Run 1, sequential cells coloured by netlist name:
Other sequential cells in the stronger grey, the rest of the logic in the fainter grey.
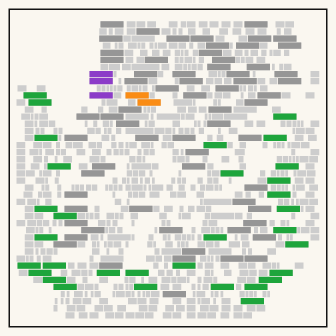
Run 1, placed cells, one colour a class:
The bar under the picture is 20 um long.
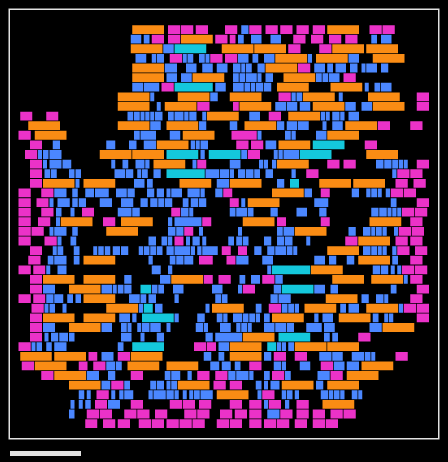
Run 1, track usage over the die:
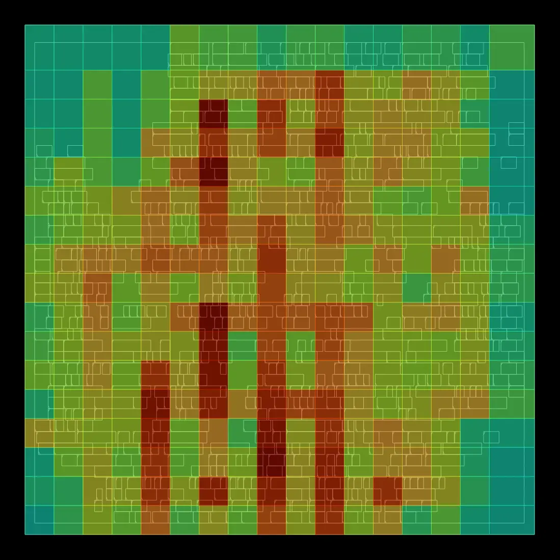
Run 1, floorplan with the power grid:
Pins as bars on the die edge. Tap cells in grey.
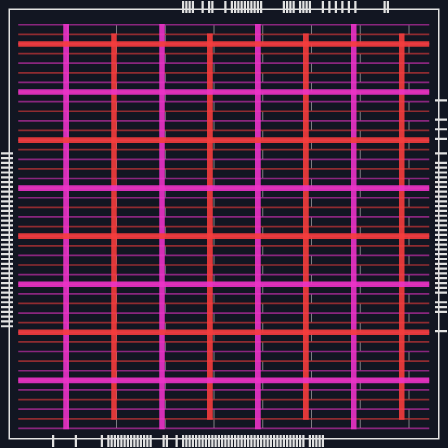
[config.mk]
export PLATFORM = sky130hd
export DESIGN_NAME = pc_redirect_ctrl
export DESIGN_NICKNAME = d
export VERILOG_FILES = /design/src/rtl/pc_redirect_ctrl_pkg.sv /design/src/rtl/pc_redirect_ctrl.sv
export SDC_FILE = /design/constraint.sdc
export NUM_CORES = 1
export LEC_CHECK = 0
export CORE_MARGIN = 2
export CORE_UTILIZATION = 40
export DETAILED_ROUTE_END_ITERATION = 12
export HOLD_SLACK_MARGIN = 0.12
export PLACE_DENSITY = 0.78
export SLEW_MARGIN = 40
export SYNTH_ARGS = -nofsm -noshare
export SYNTH_HDL_FRONTEND = slang
export SYNTH_SLANG_ARGS = --single-unit
[constraint.sdc]
create_clock -name clk -period 3.08 [get_ports clk]
set_clock_uncertainty 0.05 [all_clocks]
set_input_delay 0.616 -clock clk [delete_from_list [all_inputs] [get_ports clk]]
set_output_delay 0.616 -clock clk [all_outputs]
set_load 0.005 [all_outputs]
[src/rtl/pc_redirect_ctrl_pkg.sv]
// Shared core parameters: fetch-control state encoding, redirect defaults and
// the RV32 major opcodes that produce redirects further down the pipe.
package pc_redirect_ctrl_pkg;

  localparam logic [1:0] ST_RUN   = 2'd0;
  localparam logic [1:0] ST_FLUSH = 2'd1;
  localparam logic [1:0] ST_HALT  = 2'd2;

  localparam int DEFAULT_FLUSH_DEPTH = 3;
  localparam int FLUSH_CNT_W         = 3;

  // Major opcodes whose execution can assert jb_enable or trap_req.
  localparam logic [6:0] OPC_JAL    = 7'b1101111;
  localparam logic [6:0] OPC_JALR   = 7'b1100111;
  localparam logic [6:0] OPC_BRANCH = 7'b1100011;
  localparam logic [6:0] OPC_SYSTEM = 7'b1110011;

  typedef enum logic [1:0] {
    REDIR_NONE = 2'd0,
    REDIR_JB   = 2'd1,
    REDIR_TRAP = 2'd2
  } redirect_e;

  function automatic logic [31:0] pc_incr(input logic [31:0] cur);
    return cur + 32'd1;
  endfunction

endpackage

[src/rtl/pc_redirect_ctrl.sv]
// Fetch PC sequencer: sequential fetch, jump/branch and trap redirects with a
// fixed-length pipeline flush, plus a debug halt state.
module pc_redirect_ctrl
  import pc_redirect_ctrl_pkg::*;
#(
  parameter logic [31:0] RESET_PC    = 32'h0,
  parameter int          FLUSH_DEPTH = DEFAULT_FLUSH_DEPTH
) (
  input  logic        clk,
  input  logic        reset_n,
  input  logic        jb_enable,
  input  logic [31:0] jb_target_pc,
  input  logic        trap_req,
  input  logic [31:0] trap_vector,
  input  logic        stall,
  input  logic        imem_ready,
  input  logic        halt_req,
  output logic [31:0] pc,
  output logic        fetch_valid,
  output logic        flush,
  output logic        trap_ack,
  output logic [31:0] epc,
  output logic        halted,
  output logic [31:0] redirect_cnt
);

  localparam logic [FLUSH_CNT_W-1:0] FLUSH_LOAD = FLUSH_CNT_W'(FLUSH_DEPTH);

  logic [1:0]             state;
  logic [FLUSH_CNT_W-1:0] flush_cnt;
  logic                   run;
  redirect_e              redir;

  assign run = (state == ST_RUN);

  // Trap outranks jb; both are only taken while running.
  always_comb begin
    redir = REDIR_NONE;
    if (run) begin
      if (trap_req)
        redir = REDIR_TRAP;
      else if (jb_enable)
        redir = REDIR_JB;
    end
  end

  assign fetch_valid = run && !stall;
  assign halted      = (state == ST_HALT);
  // Gated by reset_n so a held trap_req cannot be acknowledged during reset.
  assign trap_ack    = reset_n && (redir == REDIR_TRAP);

  always_ff @(posedge clk or negedge reset_n) begin
    if (!reset_n) begin
      state        <= ST_RUN;
      pc           <= RESET_PC;
      epc          <= 32'h0;
      flush        <= 1'b0;
      flush_cnt    <= '0;
      redirect_cnt <= 32'h0;
    end else begin
      case (state)
        ST_RUN: begin
          if (redir != REDIR_NONE) begin
            state        <= ST_FLUSH;
            flush        <= 1'b1;
            flush_cnt    <= FLUSH_LOAD;
            redirect_cnt <= redirect_cnt + 32'd1;
            if (redir == REDIR_TRAP) begin
              pc  <= trap_vector;
              // A jb taken alongside the trap is where execution would have resumed.
              epc <= jb_enable ? jb_target_pc : pc;
            end else begin
              pc <= jb_target_pc;
            end
          end else if (halt_req) begin
            state <= ST_HALT;
          end else if (fetch_valid && imem_ready) begin
            pc <= pc_incr(pc);
          end
        end
        ST_FLUSH: begin
          // Counts unconditionally; stall only gates fetch, never the flush window.
          flush_cnt <= flush_cnt - 1'b1;
          if (flush_cnt == FLUSH_CNT_W'(1)) begin
            state <= ST_RUN;
            flush <= 1'b0;
          end
        end
        ST_HALT: begin
          if (!halt_req)
            state <= ST_RUN;
        end
        default: begin
          state <= ST_RUN;
          flush <= 1'b0;
        end
      endcase
    end
  end

endmodule

==> impl_metrics.ini, run 1 <==
; flow metrics
[cells_and_area]
n_clock_buffer = 9
antenna-diode-count = 0
n_multi_input_combinational_cell = 455
filler_cell_count = 1144
area.growth.synth_to_final_pct = 41.86
layout.cells.most_common = sky130_fd_sc_hd__clkdlybuf4s50_1
fin_nets = 841
non_clock_inverter_count = 10
nFlopsAndLatches = 102
layout.cells.most_common_list = sky130_fd_sc_hd__clkdlybuf4s50_1 (167), sky130_fd_sc_hd__dfrtp_1 (102), sky130_fd_sc_hd__nor2_1 (67)
comb_share_pct = 35.81
share_of_layout_cells_above_drive_strength_1_pct = 6.355
clock_area_share_pct = 4.452
buf_share_pct = 23.64
largest_cell_class = multi-input combinational cells
logic_area_um2 = 2788
nonClockBufferCount = 188

[placed_design]
dp_hpwl_um = 12820
portBuffers = 170
finalWeightedCongestion = 0.8992

[logic_synthesis]
synthXorXnorAreaFrac_pct = 6.703
number_of_instances_in_the_synthesized_netlist = 598
syn-mean-instance-area_um2 = 9.177
synth_stat.cells = 598
edf_count = 0
dominant_kind_of_combinational_cell = simple AND/OR/NAND/NOR gates
post_synth_ao_oa_area_fraction_pct = 16.21
postSynth.topFlopCell = sky130_fd_sc_hd__dfrtp_1
synth.cellmix.simpleShare_pct = 22.78
synth_area_um2 = 5488
ys_area_um2 = 5488
postSynthNetCount = 673
yosysWarningCount = 0
synth.distinct_cells = 52
synth.mux.area_fraction_pct = 4.013
synth_flops = 102
synth_adder_area_share_pct = 0.9120
synth_async_sr_flop_share_pct = 100.0
postSynthSeqShare_pct = 46.51

[route]
met1_length_um = 7799
detail-route-antenna-nets = 0
drt_pass1_iterations = 7
wl_met3_um = 1206
post_drt_wl_per_cell_um = 18.44
route.met2.wl_um = 7989
remaining_drc_errors = 0
drt-initial-drc-count = 485
vias_post_dr = 5306
routed_wirelength_um = 17460
viasPerCell = 5.603
routed.top_layer = met4

[clocking]
cts.sink_count = 102
worst_skew_pair.late_latency_ps = 350
ctsResizeCount = 0
cts_made_buffers = 9
cts_root_buf = sky130_fd_sc_hd__clkbuf_16
hold_buffers = 0
clock_tree.htree_level_count = 3
max-clock-path-buffers = 2
post-cts-setup-buffer-count = 0
clkSlewWorstSetupHoldPaths_ps = 70
cts_tree = yes

[timing]
tightestPinTransition_ps = 670.3
fin_tns_setup_ps = 0
worst_hold_slack_ps = 273.1
report.final.hold_viol_count = 0
final-max-slew-violation-count = 0
rsz0062_at_grt = no
fin_crit_ps = 2759
highest_clock_rate_mhz = 362.4
setup-violations-final = 0
worst_slew_margin_rel_pct = 54.97
layout_worst_path_cycle_share_pct = 89.58

[global_route]
met1_usage_pct = 33.89
grt.met2_usage_pct = 38.52
grt_antenna_before_repair = 0
first_global_vias = 5382
met3_usage_pct = 4.464
grt_residual_overflow = 0
grt_start_max_net_pins = 69
grt_pass1_wl_um = 28120

[power_and_ir_drop]
power_density_nw_per_um2 = 782.7
report.power.total_w = 0.006094
cellLeakagePower_nw = 3.168

[worst_setup_path]
critPathMaxFanout = 5
reg2reg_setup_slack_ps = 600
critPathMaxStageDelay_ps = 540
worst_path_max_delay_cell = sky130_fd_sc_hd__clkdlybuf4s50_1
worst_setup_path_start_kind = input port
cp_common_cell = sky130_fd_sc_hd__clkdlybuf4s50_1
cp_data_required_time_ps = 2410
timing.critical_path.to = fetch_valid
setup.worst_path.end_class = output port
timing.critical_path.cells = clkdlybuf4s50_1, or3_1, inv_1, clkdlybuf4s50_1
worstPathArrival_ps = 2090
r2r-start = pc[1]
r2r_end = pc[30]
worst-setup-path-type = input port to output port
timing.reg2reg.worst_path_depth = 6
critical_path.startpoint = stall

[floorplanning]
boundaryPins = 171
floorplan.tapcells = 176
floorplanUtilization_pct = 41.28
die_area_um2 = 14670

[hold_path]
min-delay-path-class = input port to async pin

[job]
maxCapViolations = 0
warning_count = 27

[run_status]
status = completed
Notes on 'sequential cells coloured by netlist name' above:
green -> epc  # flops 32
orange -> state  # flops 2
purple -> flush_cnt  # flops 3
sequential share of cell area: 32.79%
register area: 2552 um2
power in sequential cells: 0.00233 W

Notes on 'placed cells, one colour a class' above:
magenta -> other buffers and delay cells  # cells 188, share of their area 24%
cyan -> clock drivers and dummy loads  # cells 16, share of their area 4.6%
blue -> combinational and other logic  # cells 465, share of their area 37%
orange -> flops  # cells 102, share of their area 34%
number of standard-cell rows in the floorplan: 42
standard cell core area: 13300 um2
post-layout instance area: 7785 um2
core occupancy in the finished layout: 58.55%

Notes on 'track usage over the die' above:
GR peak layer: met2
overall global routing resource usage: 24.49%

Notes on 'floorplan with the power grid' above:
red -> VDD
magenta -> VSS
tap cells = 176
rows = 42
signal pins = 171
met4 straps = 8
maximum resistive drop on vdd: 0.3851 mV
width of the die: 121.1 um
Die Height: 121.1 um

run 1: power breakdown:
group / switching (W) / leakage [nW] / internal [W]
clock network: 0.000529 / 0.158 / 0.000797
logic: 0.00109 / 1.74 / 0.00135
registers: 0.000533 / 1.27 / 0.00180
run 1: flip-flops by register name, indices dropped and copies added, names as in the netlist:
| register | flops |
|---|---|
| redirect_cnt | 32 |
| flush_cnt | 3 |
| pc | 32 |
| flush | 1 |
| state | 2 |
| epc | 32 |
run 1: synth_stat cells, drive strengths merged, types with 6 or more instances:
| cell type | number | share of area [%] |
|---|---|---|
| a21oi | 59 | 5.4 |
| o21ai | 20 | 1.8 |
| mux2i | 22 | 4.0 |
| and4 | 8 | 1.3 |
| nand4 | 17 | 2.2 |
| nand2b | 14 | 1.6 |
| a211oi | 9 | 1.2 |
| nand3 | 21 | 1.9 |
| xnor2 | 32 | 5.1 |
| nor2 | 69 | 4.7 |
| xor2 | 10 | 1.6 |
| clkbuf | 24 | 1.6 |
| nand2 | 59 | 4.0 |
| and3 | 13 | 1.5 |
| a31oi | 22 | 2.5 |
| nor4 | 7 | 1.3 |
| buf | 7 | 0.55 |
| nor2b | 8 | 0.91 |
| nand3b | 6 | 0.82 |
| and2 | 6 | 0.68 |
| dfrtp | 102 | 47 |
| nor3 | 8 | 0.73 |
| inv | 9 | 0.62 |
run 1: critical path: cells and delay by family:
family / cells / cell delay (ps)
buffers and inverters: 3 / 1110
and+or+nand+nor: 1 / 370
run 1: through the flow:
stage	instance area, um2	setup WS (ps)	std cells	utilization, %
2_1_floorplan	5488	538.0	598	-
5_1_grt	7785	262.4	947	58.55
6_report	7785	320.8	947	58.55
4_1_cts	7785	315.3	947	58.55
3_3_place_gp	7435	318.0	931	55.92
3_5_place_dp	7438	320.1	931	55.95
==> inputs of run 2 (changes only) <==
--- a/config.mk
+++ b/config.mk
@@ -5,8 +5,9 @@
 export SDC_FILE = /design/constraint.sdc
 export NUM_CORES = 1
 export LEC_CHECK = 0
-export CORE_MARGIN = 2
+export CORE_MARGIN = 5
 export CORE_UTILIZATION = 40
+export CTS_CLUSTER_SIZE = 8
 export DETAILED_ROUTE_END_ITERATION = 12
 export HOLD_SLACK_MARGIN = 0.12
 export PLACE_DENSITY = 0.78
Run 2, sequential cells coloured by netlist name:
Other sequential cells in the stronger grey, the rest of the logic in the fainter grey.
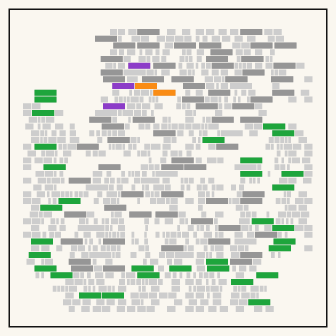
purple -> flush_cnt  # flops 3
orange -> state  # flops 2
green -> epc  # flops 32
not coloured = 65
sequential share of cell area: 32.91%
core occupancy in the finished layout: 58.11%

==> impl_metrics.ini, run 2 <==
; flow metrics
[logic_synthesis]
post_synth_ao_oa_area_fraction_pct = 16.21
yosysTopAreaCell = sky130_fd_sc_hd__dfrtp_1
synth.distinct_cells = 52
synth_flops = 102
synth_area_um2 = 5488
postSynthSeqShare_pct = 46.51
synth_stat.cells = 598
synth.cellmix.simpleShare_pct = 22.78
synth_largest_type_area_fraction_pct = 46.51
edf_count = 0
postSynth.topFlopCell = sky130_fd_sc_hd__dfrtp_1
synthXorXnorAreaFrac_pct = 6.703
number_of_instances_in_the_synthesized_netlist = 598
netlist_top_cells_area = sky130_fd_sc_hd__dfrtp_1 (47%), sky130_fd_sc_hd__a21oi_1 (5.4%), sky130_fd_sc_hd__xnor2_1 (5.1%)
dominant_kind_of_combinational_cell = simple AND/OR/NAND/NOR gates
synth_adder_area_share_pct = 0.9120
ys_area_um2 = 5488
synth.mux.area_fraction_pct = 4.013
postSynthNetCount = 673

[timing]
layout_worst_path_cycle_share_pct = 91.98
setup-violations-final = 0
highest_clock_rate_mhz = 353.0
rsz0062_at_grt = no
worst_slew_margin_rel_pct = 49.92
report.final.hold_viol_count = 0
fin_tns_setup_ps = 0
tightestPinTransition_ps = 744.3

[global_route]
first_global_vias = 5193
grt_pass1_wl_um = 28300
grt_residual_overflow = 0
overall_global_routing_resource_usage_pct = 21.80
grt_start_max_net_pins = 70
met1_usage_pct = 30.24
grt_antenna_before_repair = 0
met3_usage_pct = 4.174
global_route.peak_usage_layer = met2

[route]
drt_pass1_iterations = 6
drt-initial-drc-count = 444
remaining_drc_errors = 0
detail-route-antenna-nets = 0
routed_wirelength_um = 17830
viasPerCell = 5.558
post_drt_wl_per_cell_um = 18.77
vias_post_dr = 5280

[worst_setup_path]
timing.critical_path.cells = clkdlybuf4s50_1, or3_1, inv_1, clkdlybuf4s50_1
critPathMaxFanout = 5
setup.worst_path.end_class = output port
crit_cells = 4
timing.critical_path.to = fetch_valid
reg2reg_setup_slack_ps = 700
worst-setup-path-type = input port to output port
critPathMaxStageDelay_ps = 560
worst_path_max_delay_cell = sky130_fd_sc_hd__clkdlybuf4s50_1
worst_setup_path_start_kind = input port
cp_data_required_time_ps = 2410
r2r_end = redirect_cnt[18]
cp_num_buf_inv = 3
worstPathArrival_ps = 2170

[job]
warning_count = 27
maxCapViolations = 0

[floorplanning]
die_area_um2 = 16160
boundaryPins = 171
die_height_um = 127.1
floorplanUtilization_pct = 41.11
num_rows = 42

[cells_and_area]
layout.cells.most_common_list = sky130_fd_sc_hd__clkdlybuf4s50_1 (167), sky130_fd_sc_hd__dfrtp_1 (102), sky130_fd_sc_hd__nor2_1 (67)
share_of_layout_cells_above_drive_strength_1_pct = 6.718
registers_with_the_most_flip_flops = epc x32, pc x32, redirect_cnt x32
fin_nets = 844
antenna-diode-count = 0

[run_status]
status = completed

[clocking]
post-cts-setup-buffer-count = 0
ctsResizeCount = 0
clock_tree.htree_level_count = 3
cts_tree = yes
cts_made_buffers = 9
cts_root_buf = sky130_fd_sc_hd__clkbuf_16
worst_skew_pair.late_latency_ps = 350
max-clock-path-buffers = 2

[power_and_ir_drop]
power_density_nw_per_um2 = 769.7
maximum_resistive_drop_on_vdd_mv = 0.3619
cellLeakagePower_nw = 3.171

[hold_path]
min-delay-path-class = input port to async pin

[placed_design]
finalWeightedCongestion = 0.9433
Run 2, placed cells, one colour a class:
The bar under the picture is 50 um long.
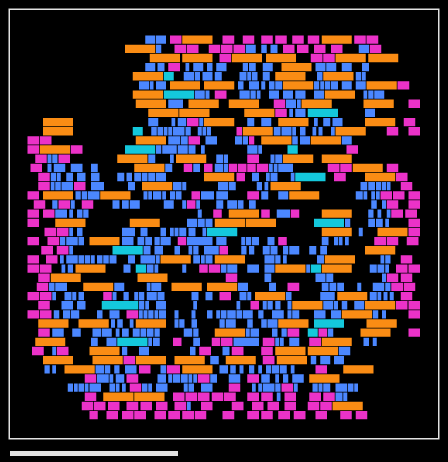
magenta -> other buffers and delay cells  # cells 191, share of their area 25%
orange -> flops  # cells 102, share of their area 34%
cyan -> clock drivers and dummy loads  # cells 16, share of their area 4.1%
blue -> combinational and other logic  # cells 465, share of their area 37%
standard cell core area: 13350 um2
post-layout instance area: 7756 um2

-- run 2: power by group --
group          internal, W  switching, W  total, W
combinational      0.00136       0.00110   0.00246
sequential         0.00180      0.000530   0.00233
clock             0.000642      0.000541   0.00118
total              0.00380       0.00217   0.00597
-- run 2: metrics by stage --
stage	hold slack (ps)	instances	area [um2]	setup WS, ps
floorplan	270.4	598	5488	538.0
global placement	414.3	934	7445	253.1
detailed placement	418.9	934	7448	255.6
CTS	278.9	950	7756	253.9
global route	311.6	950	7756	230.4
finish	273.3	950	7756	247.1
-- run 2: worst min-delay path by stage --
stage                             to  slack, ps  cells after the start
global placement    redirect_cnt[31]        410                      1
detailed placement  redirect_cnt[31]        420                      1
CTS                           epc[8]        280                      2
global route                  epc[8]        310                      2
finish                        epc[8]        270                      2
floorplan                     epc[0]        270                      0
-- run 2: layout make-up --
type	instances	area (um2)
flip-flops and latches	102	2552
fillers	1167	5592
repair buffers	191	1851
inverters	10	37.54
well taps	176	220.2
clock buffers	9	225.2
clock inverters	7	82.58
multi-input cells	455	2788
-- run 2: worst reg2reg max path, delay by kind of cell (launching register included) --
family / cells / cell delay (ps)
AND/OR/NAND/NOR: 4 / 1590
XOR/XNOR: 1 / 160
flip-flops: 1 / 460
-- run 2: layer usage --
| layer | vias up | share of wire (%) | wire (um) |
|---|---|---|---|
| met2 | 227 | 46 | 8192 |
| met5 | - | 0 | 0 |
| met4 | 0 | 2.3 | 413 |
| met3 | 27 | 7.0 | 1240 |
| met1 | 2514 | 45 | 7984 |
| li1 | 2512 | - | - |
==> inputs of run 3 (changes only) <==
--- a/config.mk
+++ b/config.mk
@@ -6,11 +6,11 @@
 export NUM_CORES = 1
 export LEC_CHECK = 0
 export CORE_MARGIN = 5
-export CORE_UTILIZATION = 40
+export CORE_UTILIZATION = 51
 export CTS_CLUSTER_SIZE = 8
 export DETAILED_ROUTE_END_ITERATION = 12
 export HOLD_SLACK_MARGIN = 0.12
-export PLACE_DENSITY = 0.78
+export PLACE_DENSITY_LB_ADDON = 0.25
 export SLEW_MARGIN = 40
 export SYNTH_ARGS = -nofsm -noshare
 export SYNTH_HDL_FRONTEND = slang
Run 3, track usage over the die:
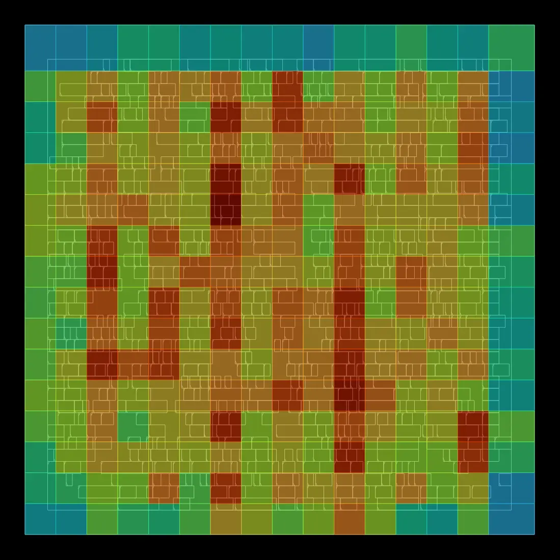
routed wirelength normalized by instance count: 18.84 um
overall global routing resource usage: 26.20%

==> impl_metrics.ini, run 3 <==
; flow metrics
[floorplanning]
num_rows = 37
die_area_um2 = 12930
floorplanUtilization_pct = 52.68
die_height_um = 113.7
boundaryPins = 171
standard_cell_core_area_um2 = 10420
floorplan.die.width_um = 113.7

[timing]
fin_crit_ps = 2870
postLayoutSetupSlackWorst_ps = 209.6
report.final.hold_viol_count = 0
highest_clock_rate_mhz = 348.4
tightestPinTransition_ps = 642.4
layout_worst_path_cycle_share_pct = 93.19
setup-violations-final = 0
final-max-slew-violation-count = 0
fin_tns_setup_ps = 0
worst_slew_margin_rel_pct = 57.17
worst_hold_slack_ps = 320.1
rsz0062_at_grt = no

[route]
routed_wirelength_um = 17020
drt-initial-drc-count = 472
met1_length_um = 7241
viasPerCell = 5.879
detail-route-antenna-nets = 0
wl_met3_um = 1160
remaining_drc_errors = 0
drt_pass1_iterations = 5
route.met2.wl_um = 8356
routed.top_layer = met4
vias_post_dr = 5309

[worst_setup_path]
critPathMaxStageDelay_ps = 560
critPathMaxFanout = 5
cp_num_buf_inv = 3
worst-setup-path-type = input port to output port
timing.critical_path.cells = clkdlybuf4s50_1, or3_1, inv_1, clkdlybuf4s50_1
cp_data_required_time_ps = 2410
worst_path_dominant_cell_family = buffers and inverters
cp_common_cell = sky130_fd_sc_hd__clkdlybuf4s50_1
worst_setup_path_start_kind = input port
worst_path_max_delay_cell = sky130_fd_sc_hd__clkdlybuf4s50_1
worstPathArrival_ps = 2200
setup.worst_path.end_class = output port

[cells_and_area]
fin_nets = 837
antenna-diode-count = 0
registers_with_the_most_flip_flops = epc x32, pc x32, redirect_cnt x32
fin_area_um2 = 7548
share_of_layout_cells_above_drive_strength_1_pct = 5.867
area.growth.synth_to_final_pct = 37.55
number_of_standard_cells_in_the_layout_taps_in_and_fillers_out = 903
layout.cells.most_common = sky130_fd_sc_hd__clkdlybuf4s50_1
filler_cell_count = 800
layout.cells.most_common_list = sky130_fd_sc_hd__clkdlybuf4s50_1 (167), sky130_fd_sc_hd__dfrtp_1 (102), sky130_fd_sc_hd__nor2_1 (67)

[placed_design]
placedCellCount = 887
portBuffers = 170
postPlaceCellArea_um2 = 7346
dp_hpwl_um = 12690
finalWeightedCongestion = 0.9068
placement.setup.worst_slack_ps = 231.4

[logic_synthesis]
synth.distinct_cells = 52
synth_largest_type_area_fraction_pct = 46.51
synth_area_um2 = 5488
syn-mean-instance-area_um2 = 9.177
ys_area_um2 = 5488
post_synth_most_frequent_cells = sky130_fd_sc_hd__dfrtp_1 (102), sky130_fd_sc_hd__nor2_1 (69), sky130_fd_sc_hd__a21oi_1 (59), sky130_fd_sc_hd__nand2_1 (59), sky130_fd_sc_hd__xnor2_1 (32)
yosysWarningCount = 0
postSynthSeqShare_pct = 46.51
postSynthNetCount = 673
postSynth.topFlopCell = sky130_fd_sc_hd__dfrtp_1
synth_top_cell_by_count = sky130_fd_sc_hd__dfrtp_1
number_of_instances_in_the_synthesized_netlist = 598
synth_flops = 102
yosysTopAreaCell = sky130_fd_sc_hd__dfrtp_1
netlist_top_cells_area = sky130_fd_sc_hd__dfrtp_1 (47%), sky130_fd_sc_hd__a21oi_1 (5.4%), sky130_fd_sc_hd__xnor2_1 (5.1%)
synth_async_sr_flop_share_pct = 100.0
synth_stat.cells = 598
edf_count = 0

[global_route]
grt_start_max_net_pins = 71
first_global_vias = 5294
grt_pass1_wl_um = 27270
grt_residual_overflow = 0
grt_antenna_before_repair = 0

[job]
warning_count = 27
maxCapViolations = 0

[run_status]
status = completed

[power_and_ir_drop]
p_int_w = 0.003511
sequentialPowerShare_pct = 41.3
p_comb_share_pct = 42.9
cellLeakagePower_nw = 3.083
p_sw_share_pct = 37.22
report.power.total_w = 0.005593
maximum_resistive_drop_on_vdd_mv = 0.4460
total_switching_power_w = 0.002082
clkPwrFrac_pct = 15.8
power_density_nw_per_um2 = 741.0

[clocking]
clkSlewWorstSetupHoldPaths_ps = 110
post-cts-setup-buffer-count = 0
hold_buffers = 0
cts_made_buffers = 9
cts_tree = yes
worst_skew_pair.late_latency_ps = 370
cts_root_buf = sky130_fd_sc_hd__clkbuf_8
cts.sink_count = 102
max-clock-path-buffers = 2
ctsResizeCount = 0
clock_tree.htree_level_count = 3

[hold_path]
min-delay-path-class = input port to async pin
Run 3, sequential cells coloured by netlist name:
Other sequential cells in the stronger grey, the rest of the logic in the fainter grey.
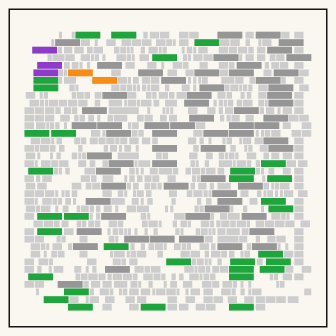
green -> epc  # flops 32, where widely spread
orange -> state  # flops 2
purple -> flush_cnt  # flops 3
not coloured = 65
sequential share of cell area: 33.81%
power in sequential cells: 0.00231 W
core occupancy in the finished layout: 72.47%

==> run 3: cell counts after synthesis <==
No cell type changed its count.
==> run 3: final timing paths <==
check / start / slack, ps / cells after the start / to
worst max-delay path: stall / 210 / 4 / fetch_valid
worst min-delay path: reset_n / 320 / 2 / pc[1]
worst max register to register: pc[0] / 700 / 6 / pc[30]
worst min register to register: redirect_cnt[31] / 430 / 1 / redirect_cnt[31]
max in group asynchronous: reset_n / 1740 / 3 / epc[6]
min in group clk: redirect_cnt[31] / 430 / 1 / redirect_cnt[31]
==> run 3: per-layer routing <==
layer	vias up	global-route usage, %
li1	2483	-
met1	2601	34.16
met2	203	43.89
met3	22	5.199
met4	0	8.654
met5	-	0
==> run 3: power by group through the flow <==
| stage | sequential, W | combinational, W | clock (W) |
|---|---|---|---|
| floorplan | 0.00225 | 0.00104 | 0 |
| global placement | 0.00229 | 0.00233 | 0 |
| global route | 0.00238 | 0.00261 | 0.000954 |
| CTS | 0.00230 | 0.00242 | 0.000901 |
| finish | 0.00231 | 0.00240 | 0.000886 |
| detailed placement | 0.00232 | 0.00241 | 0 |
==> run 3: cells by family (layout without fill, tap and decap cells) <==
kind of cell    after synthesis  in the layout  share of synthesized area, %
fa+ha+maj                     4              4                        0.9120
simple gates                244            244                         22.78
mux                          22             22                         4.013
buf+inv                      41            210                         2.873
flops                       102            102                         46.51
compound gates              143            143                         16.21
xor+xnor                     42             42                         6.703
==> run 3: cell type report <==
class                   instances  area [um2]  area share, %
clock buffers                   9       123.9          1.641
multi-input cells             455        2788          36.93
flip-flops and latches        102        2552          33.81
repair buffers                184        1798          23.82
inverters                      10       37.54         0.4973
clock inverters                 7       78.83          1.044
well taps                     136       170.2          2.254

## Gallery

Clock wires, drivers and flops.
panel A
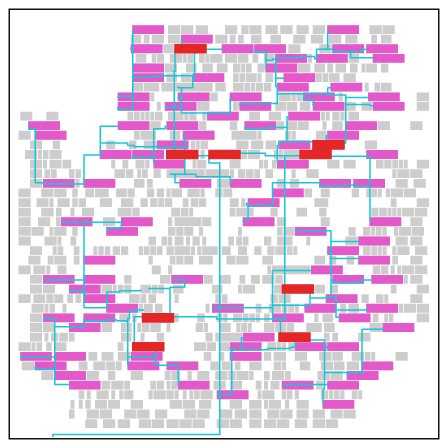
panel B
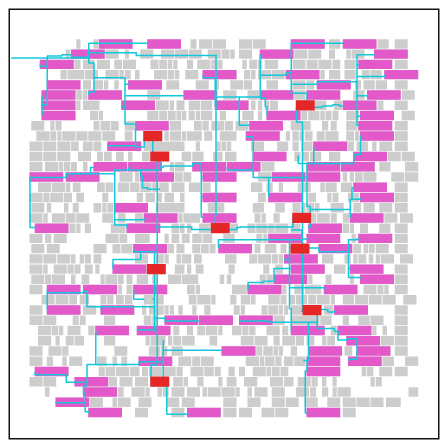
Run 1 is panel A.
Run 3 is panel B.

Key to panel A:
red -> clock drivers  # count 9
magenta -> flip-flops  # count 102
cyan -> clock wires  # length 1320 um
routed clock nets = 10

Power figures rest on the tool's default switching activity, not on a simulated workload.
